[config.mk]
export PLATFORM = sky130hd
export DESIGN_NAME = scan_demux_n
export DESIGN_NICKNAME = d
export VERILOG_FILES = /design/src/rtl/demux_pkg.sv /design/src/rtl/demux_prescaler.sv /design/src/rtl/scan_demux_n.sv
export SDC_FILE = /design/constraint.sdc
export NUM_CORES = 1
export LEC_CHECK = 0
export ABC_CLOCK_PERIOD_IN_PS = 1600
export CAP_MARGIN = 20
export CORE_MARGIN = 2
export CORE_UTILIZATION = 38
export DETAILED_ROUTE_END_ITERATION = 8
export PLACE_DENSITY = 0.79
export SETUP_SLACK_MARGIN = 0.02
export SLEW_MARGIN = 20
export SYNTH_ARGS = -nofsm -noshare
export SYNTH_HDL_FRONTEND = slang
export SYNTH_SLANG_ARGS = --single-unit
[constraint.sdc]
create_clock -name clk -period 1.6 [get_ports clk]
set_input_delay 0.24 -clock clk [delete_from_list [all_inputs] [get_ports clk]]
set_output_delay 0.24 -clock clk [all_outputs]
set_load 0.1 [all_outputs]
[src/rtl/demux_pkg.sv]
// Shared definitions for the scan demux and other display drivers: mode encodings,
// FSM state type and the reversed one-hot decode helper.
package demux_pkg;

   localparam logic MODE_MANUAL  = 1'b0;
   localparam logic MODE_SCAN    = 1'b1;
   localparam int   MAX_CHANNELS = 64;

   typedef enum logic [1:0] {
      IDLE   = 2'd0,
      MANUAL = 2'd1,
      SCAN   = 2'd2
   } state_t;

   // Channel idx of an n-channel bank drives bit n-1-idx; out-of-range idx yields zero.
   function automatic logic [MAX_CHANNELS-1:0] onehot_rev(input int unsigned idx,
                                                          input int unsigned n);
      logic [MAX_CHANNELS-1:0] v;
      v = '0;
      for (int k = 0; k < MAX_CHANNELS; k++) begin
         v[k] = (idx < n) && ((n - 1 - idx) == int'(k));
      end
      return v;
   endfunction

endpackage

[src/rtl/demux_prescaler.sv]
// Modulo-DIV cycle counter with synchronous clear and count enable; o_tc is high
// while the count sits at DIV-1.
module demux_prescaler #(
   parameter int DIV = 4
) (
   input  logic clk,
   input  logic rst,
   input  logic i_clr,
   input  logic i_en,
   output logic o_tc
);

   localparam int            CW     = (DIV > 1) ? $clog2(DIV) : 1;
   localparam logic [CW-1:0] TC_VAL = CW'(DIV - 1);

   logic [CW-1:0] r_count;

   always_ff @(posedge clk or posedge rst) begin
      if (rst) begin
         r_count <= '0;
      end else if (i_clr) begin
         r_count <= '0;
      end else if (i_en) begin
         r_count <= (r_count == TC_VAL) ? '0 : r_count + 1'b1;
      end
   end

   assign o_tc = (r_count == TC_VAL);

endmodule

[src/rtl/scan_demux_n.sv]
// Registered 1-to-CHANNELS demux with manual select and prescaled round-robin scan.
// Define DEMUX_BLANK_EN to blank all outputs for one cycle on every channel change.
module scan_demux_n
   import demux_pkg::*;
#(
   parameter  int CHANNELS = 16,
   parameter  int SCAN_DIV = 4,
   localparam int SEL_W    = $clog2(CHANNELS)
) (
   input  logic                clk,
   input  logic                rst,
   input  logic                input_e,
   input  logic [SEL_W-1:0]    input_sel,
   input  logic                mode,
   output logic [CHANNELS-1:0] out,
   output logic [SEL_W-1:0]    cur_sel,
   output logic                step
);

   localparam logic [SEL_W-1:0] LAST_SEL = SEL_W'(CHANNELS - 1);

`ifdef DEMUX_BLANK_EN
   if (SCAN_DIV < 2) begin : g_div_check
      $error("scan_demux_n: SCAN_DIV must be >= 2 when blanking is enabled");
   end
`endif

   state_t              r_state;
   state_t              w_next;
   logic [SEL_W-1:0]    r_cur_sel;
   logic [SEL_W-1:0]    w_cur_next;
   logic [CHANNELS-1:0] r_out;
   logic [CHANNELS-1:0] w_out_next;
   logic [CHANNELS-1:0] w_dec;
   logic                r_step;
   logic                w_step_next;
   logic                w_drive;
   logic                w_sel_ok;
   logic                w_clr;
   logic                w_en;
   logic                w_tc;

   demux_prescaler #(
      .DIV (SCAN_DIV)
   ) u_prescaler (
      .clk   (clk),
      .rst   (rst),
      .i_clr (w_clr),
      .i_en  (w_en),
      .o_tc  (w_tc)
   );

   assign w_sel_ok = (32'(input_sel) < 32'(CHANNELS));

   always_ff @(posedge clk or posedge rst) begin
      if (rst) begin
         r_state <= IDLE;
      end else begin
         r_state <= w_next;
      end
   end

   always_comb begin
      w_next      = IDLE;
      w_cur_next  = r_cur_sel;
      w_step_next = 1'b0;
      w_drive     = 1'b0;
      w_clr       = 1'b0;
      w_en        = 1'b0;
      if (input_e) begin
         w_next = (mode == MODE_SCAN) ? SCAN : MANUAL;
      end
      case (w_next)
         MANUAL: begin
            w_clr = 1'b1;
            if (w_sel_ok) begin
               w_cur_next = input_sel;
               w_drive    = 1'b1;
            end
         end
         SCAN: begin
            w_drive = 1'b1;
            // Only a hand-over from MANUAL restarts at channel 0; leaving IDLE resumes
            // the interrupted scan with its channel and prescaler count intact.
            if (r_state == MANUAL) begin
               w_cur_next = '0;
               w_clr      = 1'b1;
            end else begin
               w_en = 1'b1;
               if (w_tc) begin
                  w_cur_next  = (r_cur_sel == LAST_SEL) ? '0 : r_cur_sel + 1'b1;
                  w_step_next = 1'b1;
               end
            end
         end
         default: begin
         end
      endcase
   end

   assign w_dec = CHANNELS'(onehot_rev(32'(w_cur_next), 32'(CHANNELS)));

`ifdef DEMUX_BLANK_EN
   logic w_change;
   assign w_change   = (w_cur_next != r_cur_sel);
   assign w_out_next = (w_drive && !w_change) ? w_dec : '0;
`else
   assign w_out_next = w_drive ? w_dec : '0;
`endif

   always_ff @(posedge clk or posedge rst) begin
      if (rst) begin
         r_cur_sel <= '0;
         r_out     <= '0;
         r_step    <= 1'b0;
      end else begin
         r_cur_sel <= w_cur_next;
         r_out     <= w_out_next;
         r_step    <= w_step_next;
      end
   end

   assign out     = r_out;
   assign cur_sel = r_cur_sel;
   assign step    = r_step;

endmodule

==> results.rst, run 1 <==
Implementation results
======================

.. list-table::
   :header-rows: 1

   * - Metric
     - Value
   * - Status
     - finished, violations left
   * - Violated checks
     - setup timing
   * - First-pass iteration count of the detailed router
     - 4
   * - Post-detailed-placement half-perimeter wirelength
     - 2000 µm
   * - Number of nets still failing antenna checks after routing
     - 0
   * - Fraction of layout cells with a size suffix above 1
     - 53.9%
   * - Worst rel slew slack
     - 67.4%
   * - Final setup violating endpoints
     - 18
   * - Tally of yosys warning messages
     - 0
   * - Net count of the finished layout
     - 165
   * - Endpoint type of the worst setup path
     - flop
   * - Clock-pin transition on the worst setup and hold timing paths
     - between 0.1 and 0.15 ns
   * - Synthesized cell area
     - ~0.0011 mm²
   * - Clock network latency to the later pin of the worst-skew pair
     - roughly 0.34 ns
   * - Number of cells in Yosys stat
     - between 90 and 100
   * - Setup Crit Path Kind
     - reg2reg
   * - Synthesized area divided by synthesized cell count
     - between 10 and 15 µm²
   * - Count of final hold-check violations
     - 0
   * - CTS max path bufs
     - 2
   * - Clock skew after layout
     - 0.00563 ns
   * - Period minus WS final
     - 1.81 ns
   * - Sum of internal, switching and leakage power
     - 1.76 mW
   * - CTS Buf Count
     - 3
   * - Clock tree from TritonCTS
     - built
   * - Required time of the critical path
     - 1.84 ns
   * - Tightest Hold Check Type
     - in2async
   * - Crit start category
     - flop
   * - DRC violation count after routing
     - 0
   * - Setup WS post-layout
     - -0.212 ns
   * - Slew Viols, Final
     - 0
   * - Gr busiest metal
     - met2
   * - Maximum clock frequency
     - between 0.5 and 0.6 GHz
   * - Met1 track demand over resource
     - 21.0%
## run 1: worst paths after layout
check | startpoint | slack [ns] | cells past startpoint | endpoint
min in group clk | mode | 0.54 | 2 | r_state[0]
max in group asynchronous | rst | 1.11 | 3 | cur_sel[2]
hold reg to reg | u_prescaler.r_count[1] | 0.61 | 1 | u_prescaler.r_count[1]
setup reg to reg | u_prescaler.r_count[1] | -0.21 | 7 | out[5]
setup / recovery | u_prescaler.r_count[1] | -0.21 | 7 | out[5]
hold / removal | rst | 0.22 | 3 | out[2]
## run 1: cell type report
cell class | instances | area, µm² | area share [%]
clock buffers | 3 | 22.5 | 1.10
clock inverters | 1 | 5.00 | 0.243
inverters | 5 | 23.8 | 1.16
multi-input cells | 66 | 606 | 29.5
flip-flops and latches | 25 | 638 | 31.0
well taps | 31 | 38.8 | 1.89
repair buffers | 53 | 713 | 34.7
repair inverters | 1 | 8.76 | 0.426
## run 1: Yosys cell counts (all sizes together)
cell type,number,area (µm²)
nor2b,2,12.5
and2,1,6.26
o2bb2ai,1,8.76
nor2,2,7.51
and3,2,12.5
a211o,2,17.5
nand3,1,5.00
o2111ai,1,8.76
and2b,1,7.51
o21ai,2,10.0
a22oi,1,7.51
nand3b,2,15.0
xnor2,2,17.5
a21bo,1,10.0
buf,2,16.3
o22ai,2,12.5
xor2,1,8.76
a311o,1,10.0
ha,2,25.0
nor3,18,90.1
a31oi,1,12.5
or2b,1,7.51
dfrtp,25,626
o211ai,1,7.51
mux2i,1,10.0
nand2,5,18.8
a21oi,2,10.0
inv,4,15.0
nand2b,3,18.8
clkinv,1,3.75
or2,1,6.26
nand4,3,18.8
a22o,2,17.5
and4b,1,10.0
## run 1: stage by stage
step / setup TNS (ns) / util (%) / setup WS, ns
floorplan: -0.542 / - / -0.0532
global placement: -2.12 / 64.9 / -0.176
detailed placement: -3.11 / 64.9 / -0.254
CTS: -0.955 / 70.3 / -0.169
global route: -3.34 / 75.2 / -0.257
finish: -2.11 / 75.2 / -0.212
## run 1: worst register-to-register path: cells and delay by family (launching register included)
kind / cells / cell delay, ns
simple gates: 2 / 0.43
flops: 1 / 0.43
buf+inv: 2 / 0.25
xor+xnor: 1 / 0.25
fa+ha+maj: 1 / 0.18
compound gates: 1 / 0.17
## run 1: registers in the layout, summed over array words and instances, names as in the netlist
register and flops:
step 1, r_state 2, out 16, u_prescaler.r_count 2, cur_sel 4
## run 1: report_power, final
part	switching [mW]	internal (mW)
logic	0.437	0.303
clock network	0.205	0.0943
registers	0.0462	0.676
## run 1: timing repair
action,in CTS,in global routing
gates cloned,0,1
endpoints found under the hold margin,0,0
gates resized,15,21
pin swaps,10,5
buffers inserted,5,3
setup endpoints to repair,16,17
## run 1: cells by family after synthesis
family	after synthesis	share of synthesized area, %
AND/OR/NAND/NOR	43	21.7
flip-flops	25	57.3
AND-OR/OR-AND	17	12.2
buffers and inverters	7	3.21
XOR/XNOR	3	2.41
adder cells (fa/ha/maj)	2	2.29
multiplexers	1	0.917
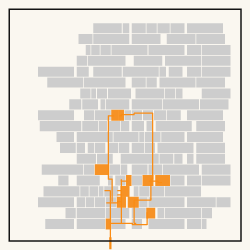
run_1/port_nets.png
Drawn at 4 px/µm.
- input_e: orange (direction input; edge south; end cells 11; buffers 3; wire 114 µm)
number of buffer cells added on primary ports: 28
top-level port count: 29

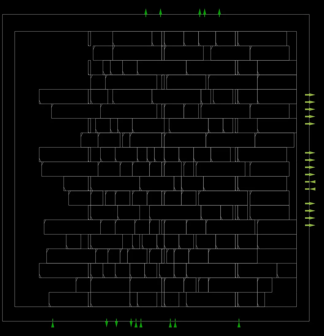
run_1/final_placement.png
Filler cells: 137
Seq/total area: 31.0%

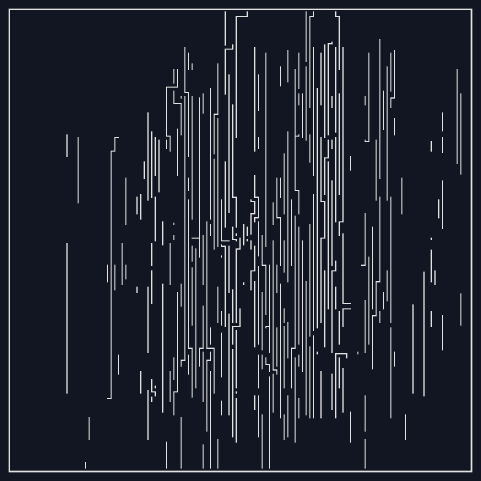
run_1/met2.png
Drawn at 8 px/µm.
- share of all routed wire: 53%
- main direction: vertical
- longest straight run: 33.0 µm
- nets with wire on the layer: 152
total number of vias: 1024
routed wire length: 3170 µm
met2 demand-to-capacity share in global routing: 34.3%

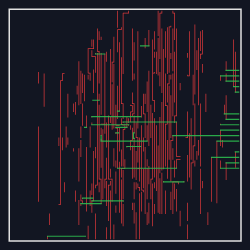
run_1/metal_stack.png
Drawn at 4 px/µm. Two of the layers only.
- met2: red (wire length 1700 µm)
- met3: green (wire length 173 µm)

--- run 2 (diff from run 1) ---
SYNTH_HIERARCHICAL = 1   (was not set)
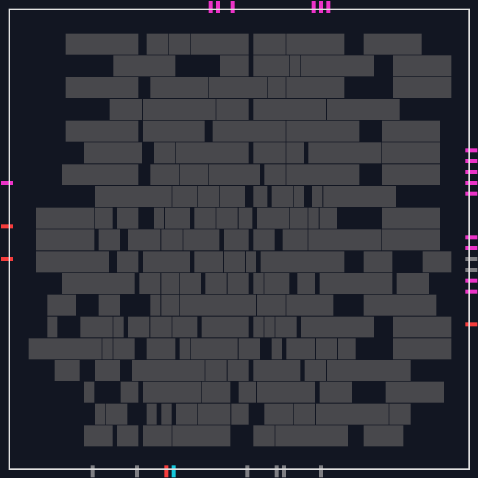
run_2/pins.png
Drawn at 8 px/µm. Pins as bars across the die edge, other pins in grey.
- out: magenta (pins 16; direction output; edge 9 east, 6 north, 1 west)
- input_e: cyan (pins 1; direction input; edge south)
- cur_sel: red (pins 4; direction output; edge 2 west, 1 south, 1 east)
- all pins by edge: 12 east, 8 south, 6 north, 3 west
Die Y: 57.3 µm
floorplan die width: 57.3 µm

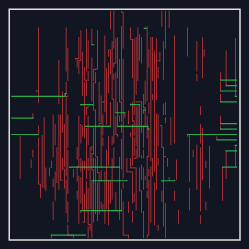
run_2/metal_stack.png
Drawn at 4 px/µm. Two of the layers only.
- met2: red (wire length 1730 µm)
- met3: green (wire length 138 µm)
Wirelength per Cell: 16.6 µm
total number of vias: 996

==> results.rst, run 2 <==
Implementation results
======================

.. list-table::
   :header-rows: 1

   * - Metric
     - Value
   * - Setup Crit Path Kind
     - reg2reg
   * - Clock tree from TritonCTS
     - built
   * - Final setup violating endpoints
     - 16
   * - Synthesized cell area
     - 0.00108 mm²
   * - Top cell type by instance count after synthesis
     - sky130_fd_sc_hd__dfrtp_1
   * - Number of flip-flops under the largest register name
     - 16
   * - Top-level port count
     - 29
   * - Register area
     - 636 µm²
   * - Number of nets still failing antenna checks after routing
     - 0
   * - Final core area utilization
     - 77.3%
   * - Most common library cells after synthesis
     - sky130_fd_sc_hd__dfrtp_1, sky130_fd_sc_hd__nor2_1, sky130_fd_sc_hd__nand2_1, sky130_fd_sc_hd__inv_1, sky130_fd_sc_hd__nor3_1
   * - Net count of the finished layout
     - 172
   * - Worst rel slew slack
     - 79.8%
   * - Setup WS post-layout
     - -0.119 ns
   * - Number of cells traversed by the worst register-to-register path
     - 7
   * - Fraction of layout cells with a size suffix above 1
     - a little under two thirds
   * - Clock-pin transition on the worst setup and hold timing paths
     - 0.14 ns
   * - DRC violation count after routing
     - 0
   * - Post-placement setup slack
     - -0.297 ns
   * - Routed wire length
     - roughly 3200 µm
   * - Synthesized area divided by synthesized cell count
     - 11.0 µm²
   * - Count of library flops with an enable pin
     - 0
   * - Tightest Hold Check Type
     - in2async
   * - Status
     - finished, violations left
   * - Sum of internal, switching and leakage power
     - 1.93 mW
   * - Violated checks
     - setup timing
   * - Required time of the critical path
     - 1.88 ns
   * - Filler cells
     - 169
   * - Tally of yosys warning messages
     - 6
   * - Slew Viols, Final
     - 0
   * - First-pass iteration count of the detailed router
     - 4
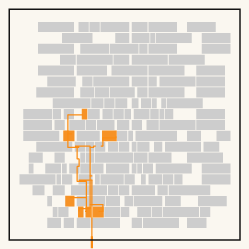
run_2/port_nets.png
Drawn at 4 px/µm.
- input_e: orange (direction input; edge south; end cells 7; buffers 3; wire 93.5 µm)

run 2: netlist changes by cell type after synthesis, moves of 3 or more:
| cell | previous run | this run |
|---|---|---|
| sky130_fd_sc_hd__nand4_1 | 3 | 0 |
| sky130_fd_sc_hd__nand2_1 | 5 | 9 |
| sky130_fd_sc_hd__nor3_1 | 18 | 5 |
| sky130_fd_sc_hd__nor2_1 | 2 | 13 |
| sky130_fd_sc_hd__nor4_1 | 0 | 4 |
run 2: final cells by class:
cell class              count  share of cell area (%)
repair buffers             59                    35.1
flip-flops and latches     25                    30.1
multi-input cells          66                    30.0
well taps                  31                    1.83
inverters                   7                    1.60
clock buffers               3                    1.07
clock inverters             1                   0.355
run 2: repair_timing:
item	CTS	global route
setup buffers	6	3
resized	23	20
pin swaps	17	10
endpoints found under the setup margin	18	19
run 2: metrics by stage:
stage,hold slack [ns],instances
5_1_grt,0.0589,192
6_report,0.0625,192
2_1_floorplan,-0.0188,98
3_3_place_gp,0.434,179
3_5_place_dp,0.439,179
4_1_cts,0.0691,189
run 2: worst paths after layout:
| check | end | start | slack (ns) |
|---|---|---|---|
| max in group asynchronous | cur_sel[0] | rst | 1.10 |
| hold / removal | u_prescaler/r_count[0] | rst | 0.06 |
| setup reg to reg | out[3] | cur_sel[0] | -0.12 |
| setup / recovery | out[3] | cur_sel[0] | -0.12 |
| min in group clk | u_prescaler/r_count[1] | u_prescaler/r_count[1] | 0.62 |
| hold reg to reg | u_prescaler/r_count[1] | u_prescaler/r_count[1] | 0.62 |
run 2: logic make-up (layout without fill, tap and decap cells):
| kind of cell | after synthesis | count (layout) | share of synthesized area (%) |
|---|---|---|---|
| AOI/OAI and AO/OA | 14 | 14 | 12.1 |
| xor gates and xnor gates | 1 | 1 | 0.811 |
| adders and majority gates | 2 | 2 | 2.32 |
| buffers and inverters | 7 | 70 | 2.67 |
| DFF | 25 | 25 | 57.9 |
| muxes | 1 | 1 | 0.927 |
| and+or+nand+nor | 48 | 48 | 23.3 |
run 2: power by group:
group / leakage [nW] / switching, mW / internal [mW] / total, mW
logic: 0.594 / 0.521 / 0.383 / 0.904
clock network: 0.0139 / 0.200 / 0.0962 / 0.296
registers: 0.331 / 0.0493 / 0.679 / 0.728
run 2: routing by layer:
layer | GRT usage (%) | vias to the layer above
li1 | - | 461
met1 | 24.6 | 494
met2 | 36.5 | 34
met3 | 3.85 | 7
met4 | 12.3 | 0
met5 | 0 | -
run 2: worst max-delay path, delay by kind of cell (launching register included):
family	cells	cell delay [ns]
AOI/OAI and AO/OA	2	0.38
and+or+nand+nor	3	0.54
adders and majority gates	1	0.18
DFF	1	0.46
buffers and inverters	1	0.11
Power and IR drop assume default switching activity.
